File: src/rtl/io_bus_master.sv
// io_bus_master: single-outstanding IO bus initiator with range/alignment rejection.
// Define IO_LED_SHADOW_EN to serve LED_ADDR loads from a 16-bit shadow of the last store.
module io_bus_master #(
   parameter logic [31:0] IO_BASE       = 32'h0000_0000,
   parameter int          IO_WORDS      = 1024,
   parameter int          ACCESS_CYCLES = 1,
   parameter logic [31:0] LED_ADDR      = 32'h0000_0004
) (
   input  logic        clk,
   input  logic        rst,
   input  logic        req_valid,
   input  logic        req_we,
   input  logic [31:0] req_addr,
   input  logic [31:0] req_wdata,
   output logic        req_ready,
   output logic        resp_valid,
   output logic [31:0] resp_rdata,
   output logic        resp_err,
   output logic        stall,
   output logic        io_ce,
   output logic        io_we,
   output logic [31:0] io_addr,
   output logic [31:0] io_wtData,
   input  logic [31:0] io_rdData
);
`ifdef IO_LED_SHADOW_EN
   localparam logic SHADOW_EN = 1'b1;
`else
   localparam logic SHADOW_EN = 1'b0;
`endif
   localparam logic [3:0]  LAST = 4'(ACCESS_CYCLES - 1);
   localparam logic [32:0] SPAN = 33'(IO_WORDS) << 2;
   typedef enum logic [1:0] {IDLE, ACCESS, RESP} state_t;
   state_t state, nstate;
   logic [3:0] cnt;
   logic we_q, bad, accept, done, led_hit;
   logic [15:0] shadow;
   logic [31:0] load_data;
   logic [32:0] off;
   // an address below IO_BASE wraps into bit 32 and so also lands beyond SPAN
   assign off       = {1'b0, req_addr} - {1'b0, IO_BASE};
   assign bad       = (req_addr[1:0] != 2'b00) | (off >= SPAN);
   assign accept    = (state == IDLE) & req_valid;
   assign done      = (state == ACCESS) & (cnt == LAST);
   assign led_hit   = SHADOW_EN & (io_addr == LED_ADDR);
   assign load_data = led_hit ? {16'h0, shadow} : io_rdData;
   always_ff @(posedge clk)
      state <= !rst ? IDLE : nstate;
   always_comb
      nstate = state == IDLE   ? (req_valid ? (bad ? RESP : ACCESS) : IDLE) :
               state == ACCESS ? (cnt == LAST ? RESP : ACCESS) : IDLE;
   always_comb begin
      req_ready = state == IDLE;
      stall     = (state == ACCESS) | ((state == IDLE) & req_valid);
   end
   always_ff @(posedge clk)
      if (!rst) begin
         cnt        <= '0;
         we_q       <= 1'b0;
         io_ce      <= 1'b0;
         io_we      <= 1'b0;
         io_addr    <= '0;
         io_wtData  <= '0;
         resp_valid <= 1'b0;
         resp_rdata <= '0;
         resp_err   <= 1'b0;
      end else begin
         resp_valid <= 1'b0;
         resp_err   <= 1'b0;
         resp_rdata <= '0;
         if (accept) begin
            we_q       <= req_we;
            cnt        <= '0;
            io_ce      <= !bad;
            io_we      <= !bad & req_we & (LAST == 4'd0);
            resp_valid <= bad;
            resp_err   <= bad;
            if (!bad) begin
               io_addr   <= req_addr;
               io_wtData <= req_wdata;
            end
         end else if (state == ACCESS) begin
            cnt   <= cnt + 4'd1;
            io_ce <= !done;
            // the write strobe covers only the final access cycle
            io_we <= we_q & (cnt + 4'd1 == LAST);
            if (done) begin
               resp_valid <= 1'b1;
               resp_rdata <= we_q ? '0 : load_data;
            end
         end
      end
   always_ff @(posedge clk)
      if (!rst) shadow <= '0;
      else if (done & we_q & led_hit) shadow <= io_wtData[15:0];
endmodule

File: config.mk
export PLATFORM = sky130hd
export DESIGN_NAME = io_bus_master
export DESIGN_NICKNAME = d
export VERILOG_FILES = /design/src/rtl/io_bus_master.sv
export SDC_FILE = /design/constraint.sdc
export NUM_CORES = 1
export LEC_CHECK = 0
export CAP_MARGIN = 30
export CORE_MARGIN = 2
export CORE_UTILIZATION = 39
export CTS_CLUSTER_DIAMETER = 120
export DETAILED_ROUTE_END_ITERATION = 10
export GPL_TIMING_DRIVEN = 0
export PLACE_DENSITY = 0.91
export SLEW_MARGIN = 0
export SYNTH_ARGS = -nofsm -noshare
export SYNTH_HDL_FRONTEND = slang
export SYNTH_SLANG_ARGS = --single-unit
File: constraint.sdc
create_clock -name clk -period 1.6 [get_ports clk]
set_input_delay 0.32 -clock clk [delete_from_list [all_inputs] [get_ports clk]]
set_output_delay 0.32 -clock clk [all_outputs]
set_load 0.02 [all_outputs]
Fig. 1: the metal 2 layer
Scale: 4 px per um.
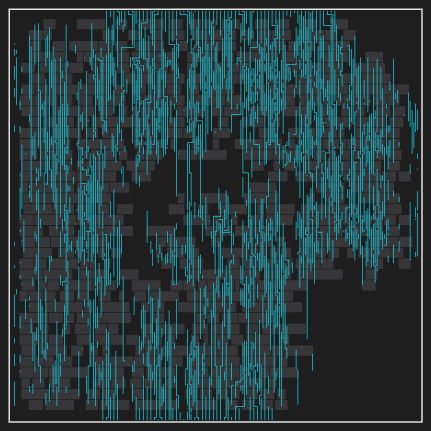
wire length on this layer: 7100 um
main direction: vertical
vias: 4019
met2 usage: 0.452

Fig. 2: I/O nets highlighted
Scale: 4 px per um.
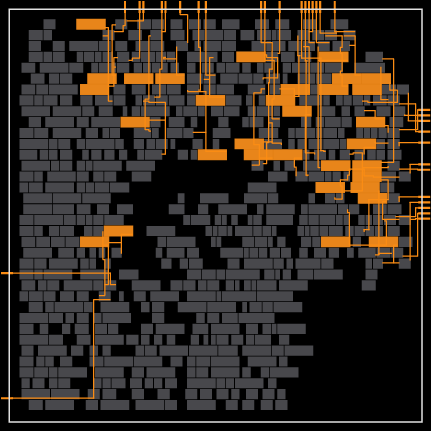
legend:
  `io_wtData`:
    colour: orange
    direction: output
    end_cells: 32
    buffers: 32
    wire: 1090 um
port bufs: 201
num ports: 202

## layout make-up
type                       count  share of cell area
tap                          133              0.0256
multi-input combinational    237               0.258
inverter                       3             0.00250
clock buffer                  12              0.0208
sequential                   107               0.331
clock inverter                 4             0.00423
timing repair buffer         219               0.315
buffer                        38              0.0433
## worst paths after layout
check                                        startpoint                          to  slack [ps]
worst max register to register      state[0]$_SDFF_PN0_  io_wtData[29]$_SDFFE_PN0P_          30
worst min-delay path            io_addr[2]$_SDFFE_PN0P_     io_addr[2]$_SDFFE_PN0P_         470
worst max-delay path                       req_addr[31]  io_wtData[15]$_SDFFE_PN0P_         -70
worst min register to register  io_addr[2]$_SDFFE_PN0P_     io_addr[2]$_SDFFE_PN0P_         470
==> results.cfg <==
; synthesis and place-and-route metrics
[run_status]
outcome = finished, violations left
failed_checks = setup timing

[worst_setup_path]
cp.depth = 8
endpoint_kind = register
crit_chain = clkdlybuf4s50_1 > nor4_2 > and4_1 > buf_6 > buf_6 > buf_6 > nand4_1 > a21oi_1
path_delay_family = buffers and inverters
crit_path_frequent_cell = buf_6

[power]
power.switching_mw = 1.05
power_mw = 4.53
p_clk_mw = 1.44

[placement]
place_congestion = 0.836
dp_slack_ps = -742
dpl_cell_area_sq_mm = 0.00599
dp.cells = 721

[floorplanning]
core_sq_mm = 0.00964
rows = 36
fp.dieArea_sq_mm = 0.0106

[synth]
ys_sh_xor = 0.00690
ys_top_cells_by_area = dfxtp_1, o31ai_1, nand4_1
ys_sh_aoi = 0.155
ys_sh_simple = 0.214
topCombFamilyByArea = simple AND/OR/NAND/NOR gates
synth_cell_types = 29

[global_routing]
grt_overflow = 0
grt_pass1_wl_um = 19700
grt_use_met3 = 0.0753

[flow_run]
max_cap_viol_count = 0

[clocking]
post_cts.repair.setup_buffers = 9
clock_latency_ps = 360
cts_sinks = 107
cts-root-buf = clkbuf_8
clk_pin_slew_worst_paths_ps = 100
cts_buffers = 9

[sta]
fin_worst_skew_ps = 15.7
setup_slack_ps = -65.2
setup_viol = 1
finalCriticalPeriod_ps = 1670

[cells_and_area]
antennaDiodeCount = 0
regArea_sq_mm = 0.00215
final_cell_count_no_fill = 753
final_layout_top_logic_cells = dlygate4sd2_1, dfxtp_1, clkdlybuf4s50_1

[routing]
routed.top_layer = met4
